[src/rtl/axis_packet_ingress_if.sv]
// axis_packet_ingress_if: AXI stream link (tdata/tlast/tvalid/tready) plus upstream terr and FIFO tdrop request / tdropped status
interface axis_packet_ingress_if #(
  parameter int TDATA_WIDTH = 32
);
  logic [TDATA_WIDTH-1:0] tdata;
  logic tlast;
  logic terr;
  logic tdrop;
  logic tdropped;
  logic tvalid;
  logic tready;
  modport master (output tdata, tlast, terr, tdrop, tvalid, input tready, tdropped);
  modport slave (input tdata, tlast, terr, tdrop, tvalid, output tready, tdropped);
endinterface

[src/rtl/axis_packet_ingress.sv]
// axis_packet_ingress: polices packets (length, terr) from s_axis (slave) into the FIFO on m_axis (master) through one register stage; stat_clear/stat_* counters exist only with AXIS_INGRESS_STATS_EN
module axis_packet_ingress #(
  parameter int TDATA_WIDTH = 32,
  parameter int MIN_BEATS = 2,
  parameter int MAX_BEATS = 64,
  parameter int CNT_WIDTH = 16
) (
  input  logic clk,
  input  logic reset,
  axis_packet_ingress_if.slave s_axis,
  axis_packet_ingress_if.master m_axis,
  input  logic stat_clear,
  output logic [CNT_WIDTH-1:0] stat_ok,
  output logic [CNT_WIDTH-1:0] stat_fifo_drop,
  output logic [CNT_WIDTH-1:0] stat_len_drop,
  output logic [CNT_WIDTH-1:0] stat_err_drop
);
  localparam int BW = $clog2(MAX_BEATS + 2);
  localparam logic [BW-1:0] SAT = BW'(MAX_BEATS + 1);
  localparam logic [BW-1:0] MAXB = BW'(MAX_BEATS);
  localparam logic [BW-1:0] MINB = BW'(MIN_BEATS);
  typedef enum logic [1:0] {IDLE, PASS, DROP} state_t;
  state_t state, state_nxt;
  logic [BW-1:0] cnt, beat;
  logic s_hs, drop;
  assign s_axis.tready = !m_axis.tvalid || m_axis.tready;
  assign s_axis.tdropped = 1'b0;
  assign m_axis.terr = 1'b0;
  assign s_hs = s_axis.tvalid && s_axis.tready;
  assign beat = cnt == SAT ? cnt : cnt + BW'(1);
  assign drop = state == DROP || s_axis.terr || beat > MAXB || (s_axis.tlast && beat < MINB);
  always_comb begin
    state_nxt = state;
    if (s_hs)
      state_nxt = s_axis.tlast ? IDLE : (state == DROP || s_axis.terr || beat == SAT) ? DROP : PASS;
  end
  always_ff @(posedge clk) begin
    if (reset)
      state <= IDLE;
    else
      state <= state_nxt;
  end
  always_ff @(posedge clk) begin
    if (reset) begin
      cnt <= '0;
      m_axis.tvalid <= 1'b0;
      m_axis.tdata <= '0;
      m_axis.tlast <= 1'b0;
      m_axis.tdrop <= 1'b0;
    end else if (s_hs) begin
      cnt <= s_axis.tlast ? '0 : beat;
      m_axis.tvalid <= 1'b1;
      m_axis.tdata <= s_axis.tdata;
      m_axis.tlast <= s_axis.tlast;
      m_axis.tdrop <= drop;
    end else if (m_axis.tready) begin
      m_axis.tvalid <= 1'b0;
    end
  end
`ifdef AXIS_INGRESS_STATS_EN
  localparam logic [CNT_WIDTH-1:0] ONE = CNT_WIDTH'(1);
  logic cause, m_cause, last_hs;
  assign last_hs = m_axis.tvalid && m_axis.tready && m_axis.tlast;
  always_ff @(posedge clk) begin
    if (reset) begin
      cause <= 1'b0;
      m_cause <= 1'b0;
    end else if (s_hs) begin
      cause <= state == DROP ? cause : s_axis.terr;
      m_cause <= state == DROP ? cause : s_axis.terr;
    end
  end
  always_ff @(posedge clk) begin
    if (reset || stat_clear) begin
      stat_ok <= '0;
      stat_fifo_drop <= '0;
      stat_len_drop <= '0;
      stat_err_drop <= '0;
    end else if (last_hs) begin
      if (m_axis.tdrop && m_cause && !(&stat_err_drop))
        stat_err_drop <= stat_err_drop + ONE;
      if (m_axis.tdrop && !m_cause && !(&stat_len_drop))
        stat_len_drop <= stat_len_drop + ONE;
      if (!m_axis.tdrop && m_axis.tdropped && !(&stat_fifo_drop))
        stat_fifo_drop <= stat_fifo_drop + ONE;
      if (!m_axis.tdrop && !m_axis.tdropped && !(&stat_ok))
        stat_ok <= stat_ok + ONE;
    end
  end
`else
  logic unused;
  assign unused = ^{stat_clear, m_axis.tdropped};
  assign stat_ok = '0;
  assign stat_fifo_drop = '0;
  assign stat_len_drop = '0;
  assign stat_err_drop = '0;
`endif
endmodule

[src/flat_wrapper.sv]
// flat-port wrapper written by rule: the top's interface ports become plain ports
module axis_packet_ingress_flat 
#(
  parameter int TDATA_WIDTH = 32,
  parameter int MIN_BEATS = 2,
  parameter int MAX_BEATS = 64,
  parameter int CNT_WIDTH = 16
)
  (clk, reset, stat_clear, stat_ok, stat_fifo_drop, stat_len_drop, stat_err_drop, s_axis_tdata, s_axis_tlast, s_axis_terr, s_axis_tdrop, s_axis_tvalid, s_axis_tready, s_axis_tdropped, m_axis_tdata, m_axis_tlast, m_axis_terr, m_axis_tdrop, m_axis_tvalid, m_axis_tready, m_axis_tdropped);
  axis_packet_ingress_if #(.TDATA_WIDTH(TDATA_WIDTH)) s_axis_i ();
  axis_packet_ingress_if #(.TDATA_WIDTH(TDATA_WIDTH)) m_axis_i ();
  input  logic clk;
  input  logic reset;
  input  logic stat_clear;
  output logic [CNT_WIDTH-1:0] stat_ok;
  output logic [CNT_WIDTH-1:0] stat_fifo_drop;
  output logic [CNT_WIDTH-1:0] stat_len_drop;
  output logic [CNT_WIDTH-1:0] stat_err_drop;
  input wire logic [$bits(s_axis_i.tdata)-1:0] s_axis_tdata;
  input wire logic [$bits(s_axis_i.tlast)-1:0] s_axis_tlast;
  input wire logic [$bits(s_axis_i.terr)-1:0] s_axis_terr;
  input wire logic [$bits(s_axis_i.tdrop)-1:0] s_axis_tdrop;
  input wire logic [$bits(s_axis_i.tvalid)-1:0] s_axis_tvalid;
  output wire logic [$bits(s_axis_i.tready)-1:0] s_axis_tready;
  output wire logic [$bits(s_axis_i.tdropped)-1:0] s_axis_tdropped;
  output wire logic [$bits(m_axis_i.tdata)-1:0] m_axis_tdata;
  output wire logic [$bits(m_axis_i.tlast)-1:0] m_axis_tlast;
  output wire logic [$bits(m_axis_i.terr)-1:0] m_axis_terr;
  output wire logic [$bits(m_axis_i.tdrop)-1:0] m_axis_tdrop;
  output wire logic [$bits(m_axis_i.tvalid)-1:0] m_axis_tvalid;
  input wire logic [$bits(m_axis_i.tready)-1:0] m_axis_tready;
  input wire logic [$bits(m_axis_i.tdropped)-1:0] m_axis_tdropped;
  assign s_axis_i.tdata = s_axis_tdata;
  assign s_axis_i.tlast = s_axis_tlast;
  assign s_axis_i.terr = s_axis_terr;
  assign s_axis_i.tdrop = s_axis_tdrop;
  assign s_axis_i.tvalid = s_axis_tvalid;
  assign s_axis_tready = s_axis_i.tready;
  assign s_axis_tdropped = s_axis_i.tdropped;
  assign m_axis_tdata = m_axis_i.tdata;
  assign m_axis_tlast = m_axis_i.tlast;
  assign m_axis_terr = m_axis_i.terr;
  assign m_axis_tdrop = m_axis_i.tdrop;
  assign m_axis_tvalid = m_axis_i.tvalid;
  assign m_axis_i.tready = m_axis_tready;
  assign m_axis_i.tdropped = m_axis_tdropped;
  axis_packet_ingress #(.TDATA_WIDTH(TDATA_WIDTH), .MIN_BEATS(MIN_BEATS), .MAX_BEATS(MAX_BEATS), .CNT_WIDTH(CNT_WIDTH)) u_core (.clk(clk), .reset(reset), .s_axis(s_axis_i), .m_axis(m_axis_i), .stat_clear(stat_clear), .stat_ok(stat_ok), .stat_fifo_drop(stat_fifo_drop), .stat_len_drop(stat_len_drop), .stat_err_drop(stat_err_drop));
endmodule
[config.mk]
export PLATFORM = sky130hd
export DESIGN_NAME = axis_packet_ingress_flat
export DESIGN_NICKNAME = d
export VERILOG_FILES = /design/src/rtl/axis_packet_ingress_if.sv /design/src/rtl/axis_packet_ingress.sv /design/src/flat_wrapper.sv
export SDC_FILE = /design/constraint.sdc
export NUM_CORES = 1
export LEC_CHECK = 0
export CORE_MARGIN = 3
export CORE_UTILIZATION = 35
export CTS_CLUSTER_SIZE = 25
export DETAILED_ROUTE_END_ITERATION = 8
export PLACE_DENSITY = 0.76
export SYNTH_ARGS = -nofsm -noshare
export SYNTH_HDL_FRONTEND = slang
export SYNTH_SLANG_ARGS = --single-unit
[constraint.sdc]
create_clock -name clk -period 2.2 [get_ports clk]
set_clock_uncertainty 0.2 [all_clocks]
set_input_delay 0.44 -clock clk [delete_from_list [all_inputs] [get_ports clk]]
set_output_delay 0.44 -clock clk [all_outputs]
set_load 0.02 [all_outputs]
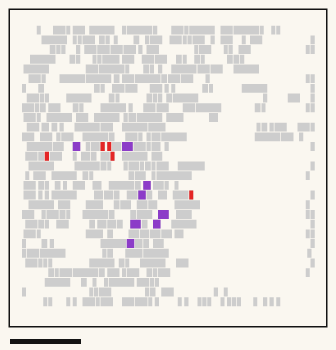
Fig. 1. Selected gate families (run 1).
The bar under the picture is 20 µm long.
color	family	cells
red	inv cells	5
purple	and/or cells	8

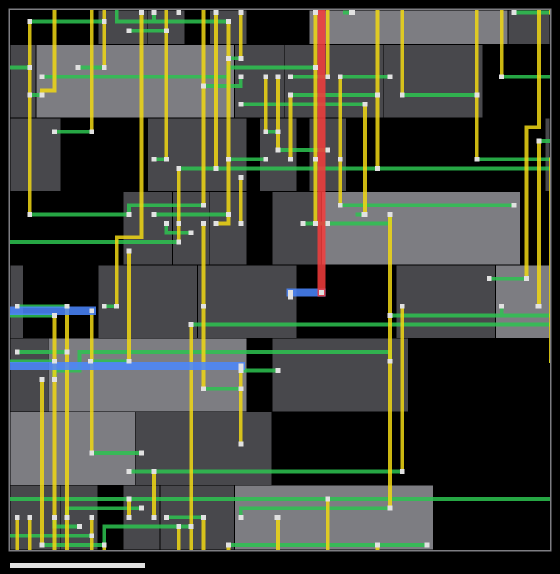
Fig. 2. A small window of the routed layout (run 1).
The bar under the picture is 5 µm long. Window x 34 to 54, y 52 to 72 µm. Cells in gray, sequential cells in the stronger gray; small squares are vias.
color	layer
green	M1
red	M4
yellow	M2
blue	M3
most frequent	clkdlybuf4s50_1 (7), dfxtp_1 (5), nand2_1 (4)
sequential cells in the window	5
netlist names of flops here include	`u_core.m_axis.tdata` (3)
cells with their middle in the window	26

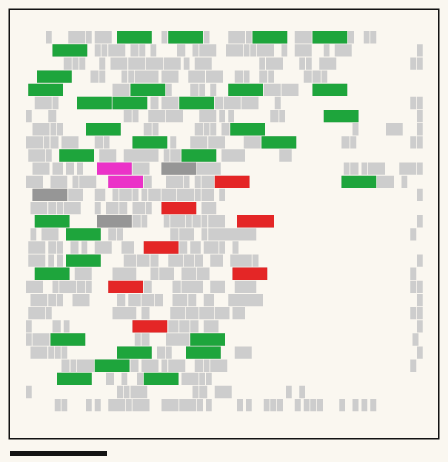
Fig. 3. Register map, names as in the netlist (run 1).
The bar under the picture is 20 µm long.
color	signal	flops
green	`u_core.m_axis.tdata`	32
red	`u_core.cnt`	7
magenta	`u_core.state`	2
not colored	3
end-of-flow core utilization: 46.99%
sequential share of cell area: 28.91%
total sequential power: 0.000858 W

==> reports/qor.tcl, run 1 <==
set qor(r2r-end) {u_core.state[1]}
set qor(run_status) {complete, no violations}
set qor(synth_chip_area_mm2) 0.002389
set qor(min-delay-path-class) {flip-flop to flip-flop}
set qor(yosys_cells) 299
set qor(yosys.cell_count.top_type) {sky130_fd_sc_hd__nand2_1}
set qor(cts-root-buf) {sky130_fd_sc_hd__clkbuf_8}
set qor(tmin_final_ns) 2.055
set qor(data_arrival_time_of_the_worst_path_ns) 1.41
set qor(placement.cell_area_mm2) 0.002955
set qor(critical_path.endpoint_type) {output port}
set qor(flip_flops_with_a_built_in_enable) 0
set qor(required_time_worst_endpoint_ns) 1.56
set qor(post_route_cells_drive_above_1_share_pct) 6.702
set qor(hp-start) {u_core.m_axis.tdata[23]}
set qor(final_max_slew_viol_count) 0
set qor(post_layout_nonfiller_instances) 450
set qor(grt_max_degree) 31
set qor(die_w_um) 88.61
set qor(ff_type) {sky130_fd_sc_hd__dfxtp_1}
set qor(placed_cells) 442
set qor(clk_transition_reported_paths_ns) 0.08
set qor(netlist_instances) 299
set qor(cts_max_level) 2
set qor(postCtsSetupBuffers) 0
set qor(final_area_mm2) 0.003052
set qor(timing.max_cap.violations) 0
set qor(detailroute.wirelength.met2_mm) 2.719
set qor(drt-total-wl_mm) 5.258
set qor(drt-met1-wl_mm) 2.105
set qor(post_cts_hold_buffer_count) 0
set qor(grt_remaining_overflow) 0
set qor(drt-vias-per-instance) 4.409
set qor(achievable-frequency_ghz) 0.4867
set qor(clock_insertion_delay_worst_skew_ns) 0.30
set qor(post-synth-top-area-cell) {sky130_fd_sc_hd__dfxtp_1}
set qor(synth_largest_type_area_fraction_pct) 36.88
set qor(ys_ff) 44
set qor(antenna_left) 0
set qor(tool_warnings) 30
set qor(areaGrowthSynthToFinish_pct) 27.76
set qor(cts-resized-gates) 1
set qor(global_placement_routability_congestion) 0.8148
run 1: cell usage in the layout (no fill, tap or decap), drive strengths merged, types with 3 or more instances in the layout:
master          n
nor2            9
dfxtp          44
conb           66
a21oi          39
inv             6
o21ai           5
nor3            5
clkbuf          6
nand2          71
or3             3
xnor2           3
buf            12
clkdlybuf4s50  72
run 1: stage by stage:
stage | setup TNS, ns | total power (W) | setup slack [ns]
floorplan | 0 | 0.001219 | 0.1607
global placement | -0.1191 | 0.001303 | -0.09185
detailed placement | -0.2429 | 0.001309 | -0.1291
global route | 0 | 0.001923 | 0.006446
CTS | 0 | 0.001857 | 0.1166
finish | 0 | 0.001834 | 0.1455
run 1: routing by layer:
metal  GRT usage (%)  vias to the layer above
met4           5.220                        0
met2           21.96                       78
met1           14.75                      907
li1                -                      989
met5               0                        -
met3           4.190                       10
run 1: cells by family after synthesis:
| logic type | Yosys count | synth area share (%) |
|---|---|---|
| buf+inv | 89 | 26.19 |
| flops | 44 | 36.88 |
| fa+ha+maj | 2 | 1.048 |
| compound gates | 56 | 13.67 |
| mux | 1 | 0.4191 |
| other cells | 1 | 0.1570 |
| simple gates | 101 | 19.80 |
| xor+xnor | 5 | 1.834 |
run 1: layout make-up:
type	instances	area, µm²
clock buffer	6	82.58
sequential	44	882.1
timing repair buffer	85	832.0
multi-input combinational	231	1126
fill	614	3443
tap	77	96.34
clock inverter	2	13.76
inverter	5	18.77
run 1: worst max-delay path: stages:
cell,delay [ns]
sky130_fd_sc_hd__clkdlybuf4s50_1,0.45
sky130_fd_sc_hd__nand2b_1,0.16
sky130_fd_sc_hd__dlygate4sd2_1,0.36
run 1: registers in the layout (all words and copies together) (netlist names):
| signal | cells |
|---|---|
| u_core.m_axis.tdrop | 1 |
| u_core.m_axis.tdata | 32 |
| u_core.cnt | 7 |
| u_core.m_axis.tvalid | 1 |
| u_core.m_axis.tlast | 1 |
| u_core.state | 2 |
run 1: power breakdown:
group | total, W | switching [W] | internal, W | leakage [nW]
sequential | 0.000858 | 0.0000205 | 0.000838 | 0.362
clock | 0.000544 | 0.000287 | 0.000257 | 0.0516
combinational | 0.000432 | 0.000259 | 0.000173 | 0.855
run 1: worst max path at each step:
stage	startpoint	endpoint	depth (start not counted)
after floorplan	u_core.cnt[0]	u_core.m_axis.tdrop	7
after global placement	m_axis_tready	s_axis_tready	3
after detailed placement	m_axis_tready	s_axis_tready	3
after CTS	u_core.cnt[1]	u_core.m_axis.tdrop	7
after global routing	u_core.cnt[2]	u_core.state[1]	5
final	m_axis_tready	s_axis_tready	3
--- run 2 (diff from run 1) ---
--- a/config.mk
+++ b/config.mk
@@ -5,6 +5,7 @@
 export SDC_FILE = /design/constraint.sdc
 export NUM_CORES = 1
 export LEC_CHECK = 0
+export CAP_MARGIN = 20
 export CORE_MARGIN = 3
 export CORE_UTILIZATION = 35
 export CTS_CLUSTER_SIZE = 25
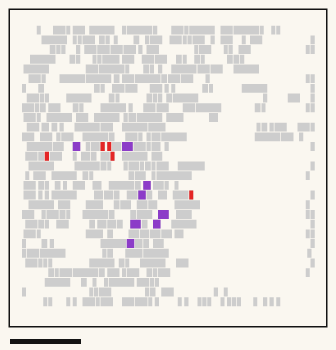
Fig. 4. Selected gate families (run 2).
The bar under the picture is 20 µm long.
color	family	cells
purple	and/or cells	8
red	inv cells	5

==> run 2 against run 1 <==
Sequential share of layout area is the same. Final cell count is the same. Wire length is the same. Global-route usage is the same. Area after synthesis is the same. Clock power is essentially flat. Register-to-register slack is essentially flat. Core utilization is the same. Non-clock buffer count is the same. Maximum frequency is the same. Critical endpoint unchanged.
==> reports/qor.tcl, run 2 <==
set qor(postCtsSetupBuffers) 0 ;# unchanged
set qor(clock_insertion_delay_worst_skew_ns) 0.30 ;# about the same
set qor(synth_largest_type_area_fraction_pct) 36.88 ;# unchanged
set qor(final_critical_path_setup_slack_ns) 0.1455 ;# unchanged
set qor(antenna_left) 0 ;# unchanged
set qor(synth_chip_area_mm2) 0.002389 ;# unchanged
set qor(critical_path.endpoint_type) {output port} ;# unchanged
set qor(net-switching-power_w) 0.0005665 ;# unchanged
set qor(yosys.cell_count.top_type) {sky130_fd_sc_hd__nand2_1} ;# unchanged
set qor(post_layout_nonfiller_instances) 450 ;# unchanged
set qor(final_area_mm2) 0.003052 ;# unchanged
set qor(top_regs) {u_core.m_axis.tdata x32, u_core.cnt x7, u_core.state x2} ;# unchanged
set qor(p_int_w) 0.001267 ;# unchanged
set qor(place_worst_setup_slack_ns) -0.1291 ;# unchanged
set qor(detailroute.wirelength.met2_mm) 2.719 ;# unchanged
set qor(drt-met1-wl_mm) 2.105 ;# unchanged
set qor(tool_warnings) 30 ;# unchanged
set qor(run_status) {complete, no violations} ;# unchanged
set qor(required_time_worst_endpoint_ns) 1.56 ;# about the same
set qor(parity_gate_share_of_the_synthesized_area_counting_xor_and_xnor_cells_pct) 1.833 ;# unchanged
set qor(placed_cells) 442 ;# unchanged
set qor(drt-total-wl_mm) 5.258 ;# unchanged
set qor(final_max_slew_viol_count) 0 ;# unchanged
set qor(timing.max_cap.violations) 0 ;# unchanged
set qor(areaGrowthSynthToFinish_pct) 27.76 ;# unchanged
set qor(tmin_final_ns) 2.055 ;# unchanged
set qor(mostFrequentLayoutCell) {sky130_fd_sc_hd__clkdlybuf4s50_1} ;# unchanged
set qor(yosys_cells) 299 ;# unchanged
set qor(switching_share_pct) 30.89 ;# unchanged
set qor(top_register) {u_core.m_axis.tdata} ;# unchanged
set qor(cts_max_level) 2 ;# unchanged
set qor(critical_path.startpoint) {m_axis_tready} ;# unchanged
set qor(simple_gate_share_pct) 19.80 ;# unchanged
set qor(power.share.sequential_pct) 46.8 ;# about the same
set qor(achievable-frequency_ghz) 0.4867 ;# unchanged
set qor(combPwrFrac_pct) 23.6 ;# about the same
-- run 2: layout make-up --
| cell class | instances | area, µm² | area share, % |
|---|---|---|---|
| Sequential cell | 44 | 882.1 | 28.91 |
| Clock inverter | 2 | 13.76 | 0.4510 |
| Multi-Input combinational cell | 231 | 1126 | 36.90 |
| Inverter | 5 | 18.77 | 0.6150 |
| Timing Repair Buffer | 85 | 832.0 | 27.27 |
| Clock buffer | 6 | 82.58 | 2.706 |
| Tap cell | 77 | 96.34 | 3.157 |
-- run 2: power by group through the flow --
stage                     logic, W  clock network (W)  registers [W]
after floorplan           0.000296                  0       0.000923
final                     0.000432           0.000544       0.000858
after global placement    0.000428                  0       0.000875
after CTS                 0.000433           0.000566       0.000859
after detailed placement  0.000431                  0       0.000877
after global routing      0.000469           0.000589       0.000865
-- run 2: kinds of logic (layout without fill, tap and decap cells) --
kind of cell,after synthesis,in the layout
other,1,66
adder cells (fa/ha/maj),2,2
XOR/XNOR,5,5
multiplexers,1,1
flip-flops,44,44
buffers and inverters,89,98
AND/OR/NAND/NOR,101,101
AND-OR/OR-AND,56,56
-- run 2: path summary, 6_finish.rpt --
path / endpoint
worst max-delay path: s_axis_tready
worst min-delay path: u_core.m_axis.tdata[23]
worst max register to register: u_core.state[1]
worst min register to register: u_core.m_axis.tdata[23]
-- run 2: worst reg2reg max path, cell delays in order (launching register included) --
cell	delay (ns)
sky130_fd_sc_hd__dfxtp_1	0.53
sky130_fd_sc_hd__and4_1	0.26
sky130_fd_sc_hd__o21ai_0	0.13
sky130_fd_sc_hd__o31ai_2	0.37
sky130_fd_sc_hd__nand4_1	0.19
sky130_fd_sc_hd__a211oi_1	0.28
-- run 2: layer usage --
metal | vias up | GRT usage [%]
met5 | - | 0
met4 | 0 | 5.220
met3 | 10 | 4.190
met2 | 78 | 21.96
met1 | 907 | 14.75
li1 | 989 | -
-- run 2: repair_timing --
item                                    4_1_cts  5_1_grt
endpoints found under the setup margin        1        2
cloned                                        0        0
resized                                       1        1
endpoints found under the hold margin         0        0
-- run 2: stage by stage --
step	setup TNS, ns	power [W]
final	0	0.001834
after global routing	0	0.001923
after CTS	0	0.001857
after detailed placement	-0.2429	0.001309
after global placement	-0.1191	0.001303
after floorplan	0	0.001219
Fig. 5: run 2, a small window of the routed layout
The bar under the picture is 5 µm long. Window x 34 to 54, y 52 to 72 µm. Cells in gray, sequential cells in the stronger gray; small squares are vias.
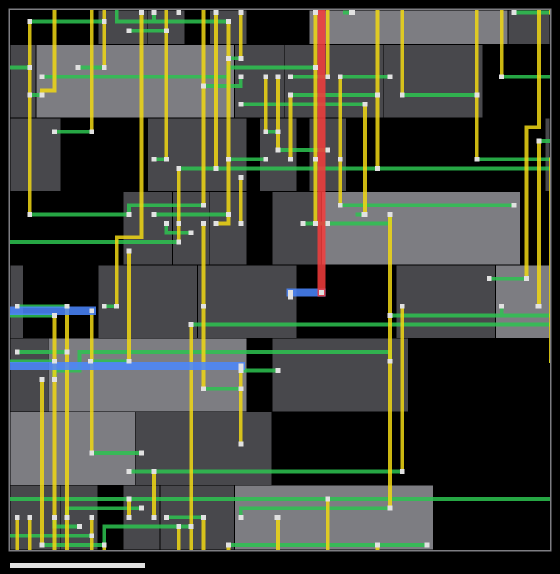

--- run 3 (diff from run 2) ---
==> constraint.sdc (replaced) <==
create_clock -name clk -period 2.3 [get_ports clk]
set_clock_uncertainty 0.2 [all_clocks]
set_input_delay 0.46 -clock clk [delete_from_list [all_inputs] [get_ports clk]]
set_output_delay 0.46 -clock clk [all_outputs]
set_load 0.02 [all_outputs]
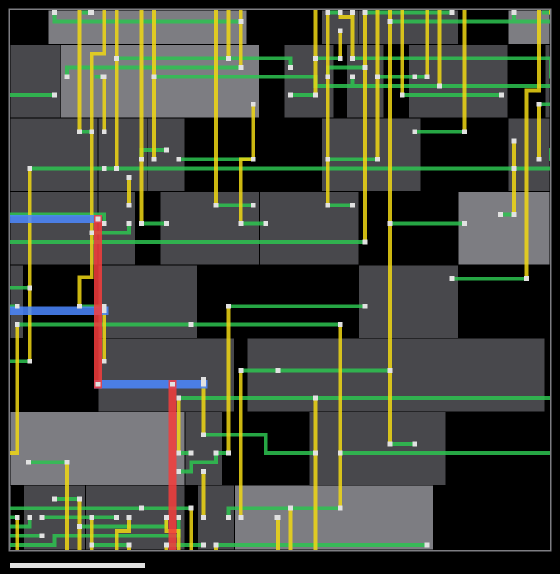
Fig. 6. A small window of the routed layout (run 3).
The bar under the picture is 5 µm long. Window x 34 to 54, y 52 to 72 µm. Cells in gray, sequential cells in the stronger gray; small squares are vias.
color	layer
green	M1
yellow	M2
blue	M3
red	M4
most frequent	clkdlybuf4s50_1 (9)
cells with their middle in the window	25
sequential cells in the window	3

==> run 3 against run 2 <==
Final area barely moved. Sequential share of layout area fell by 0.065 points. Global-route usage rose by 0.12 points. Synthesized cell count did not move. Highest routed layer unchanged. Power rose by 0.46%.
==> reports/qor.tcl, run 3 <==
set qor(top_regs) {u_core.m_axis.tdata x32, u_core.cnt x7, u_core.state x2} ;# unchanged
set qor(clock_insertion_delay_worst_skew_ns) 0.30 ;# about the same
set qor(largest_register_ffs) 32 ;# unchanged
set qor(timing.max_cap.violations) 0 ;# unchanged
set qor(commonest_non_fill_non_tap_cells_in_the_layout) {sky130_fd_sc_hd__clkdlybuf4s50_1, sky130_fd_sc_hd__nand2_1, sky130_fd_sc_hd__conb_1} ;# unchanged
set qor(data_arrival_time_of_the_worst_path_ns) 2.16 ;# was 1.41 ns
set qor(top_register) {u_core.m_axis.tdata} ;# unchanged
set qor(cts-root-buf) {sky130_fd_sc_hd__clkbuf_8} ;# unchanged
set qor(ys_ff) 44 ;# unchanged
set qor(yosys_cells) 299 ;# unchanged
set qor(synth_largest_type_area_fraction_pct) 36.88 ;# unchanged
set qor(drt-total-wl_mm) 5.258 ;# unchanged
set qor(netlist_instances) 299 ;# unchanged
set qor(run_status) {complete, no violations} ;# unchanged
set qor(areaGrowthSynthToFinish_pct) 27.87 ;# was 27.76%
set qor(placement.cell_area_mm2) 0.002940 ;# was 0.002955 mm²
set qor(achievable-frequency_ghz) 0.4620
set qor(post-synth-top-area-cell) {sky130_fd_sc_hd__dfxtp_1} ;# unchanged
set qor(required_time_worst_endpoint_ns) 2.30 ;# was 1.56 ns
set qor(mostFrequentLayoutCell) {sky130_fd_sc_hd__clkdlybuf4s50_1} ;# unchanged
set qor(global_placement_routability_congestion) 0.8627 ;# was 0.8148
set qor(die_w_um) 88.61 ;# unchanged
set qor(clk_transition_reported_paths_ns) 0.09 ;# was 0.08 ns
set qor(post_cts_hold_buffer_count) 0 ;# unchanged
set qor(tmin_final_ns) 2.165
set qor(post_route_cells_drive_above_1_share_pct) 5.930 ;# was 6.702%
set qor(cts_max_level) 2 ;# unchanged
set qor(yosys.cell_count.top_type) {sky130_fd_sc_hd__nand2_1} ;# unchanged
set qor(final_area_mm2) 0.003054 ;# was 0.003052 mm²
set qor(tool_warnings) 30 ;# unchanged
set qor(ff_type) {sky130_fd_sc_hd__dfxtp_1} ;# unchanged
[run 3: critical path, stage by stage (launching register included)]
cell                      delay, ns
sky130_fd_sc_hd__dfxtp_1       0.45
sky130_fd_sc_hd__ha_1          0.24
sky130_fd_sc_hd__nand3_1       0.12
sky130_fd_sc_hd__nor2_1        0.17
sky130_fd_sc_hd__xor2_1        0.29
sky130_fd_sc_hd__or3b_1        0.39
sky130_fd_sc_hd__o211a_1       0.22
[run 3: final timing paths]
| path | slack (ns) | end | start |
|---|---|---|---|
| max | 0.14 | u_core.m_axis.tdrop | u_core.cnt[1] |
| min | 0.26 | u_core.m_axis.tdata[31] | u_core.m_axis.tdata[31] |
| max reg2reg | 0.14 | u_core.m_axis.tdrop | u_core.cnt[1] |
| min reg2reg | 0.26 | u_core.m_axis.tdata[31] | u_core.m_axis.tdata[31] |
[run 3: cells by family (layout without fill, tap and decap cells)]
family / count (synthesis) / after routing / share of synthesized area [%]
AND-OR/OR-AND: 56 / 56 / 13.67
XOR/XNOR: 5 / 5 / 1.834
adder cells (fa/ha/maj): 2 / 2 / 1.048
buffers and inverters: 89 / 96 / 26.19
flip-flops: 44 / 44 / 36.88
multiplexers: 1 / 1 / 0.4191
other: 1 / 66 / 0.1570
AND/OR/NAND/NOR: 101 / 101 / 19.80
[run 3: timing repair]
action	4_1_cts	5_1_grt
setup buffers	0	0
endpoints found under the setup margin	1	0
resized	1	0
[run 3: cell type report]
class,count,area (µm²)
Clock inverter,3,46.29
Fill cell,651,3441
Timing Repair Buffer,83,817.0
Tap cell,77,96.34
Sequential cell,44,880.8
Inverter,5,18.77
Multi-Input combinational cell,231,1126
Clock buffer,5,68.82
[run 3: power by group]
group	total [W]	leakage, nW	switching [W]	internal (W)
Sequential	0.000821	0.361	0.0000196	0.000801
Combinational	0.000411	0.845	0.000247	0.000164
Clock	0.000610	0.0548	0.000283	0.000327
Total	0.00184	1.26	0.000550	0.00129
[run 3: metrics by stage]
stage,instances,setup WS (ns),total power (W),utilization (%)
2_1_floorplan,364,0.2607,0.001166,-
3_3_place_gp,440,-0.03494,0.001244,45.27
3_5_place_dp,440,-0.05143,0.001251,45.27
4_1_cts,448,0.1709,0.001864,47.02
5_1_grt,448,0.0007656,0.001940,47.02
6_report,448,0.1353,0.001842,47.02
[run 3: per-layer routing]
metal	share of wire (%)	wire (µm)	track usage, %	up-vias
met5	0	0	0	-
met3	7.6	401	4.842	8
met4	1.0	54	3.434	0
li1	-	-	-	981
met2	52	2744	21.69	76
met1	39	2058	15.67	885
No activity file was given, so power comes from the tool's default toggle rates.
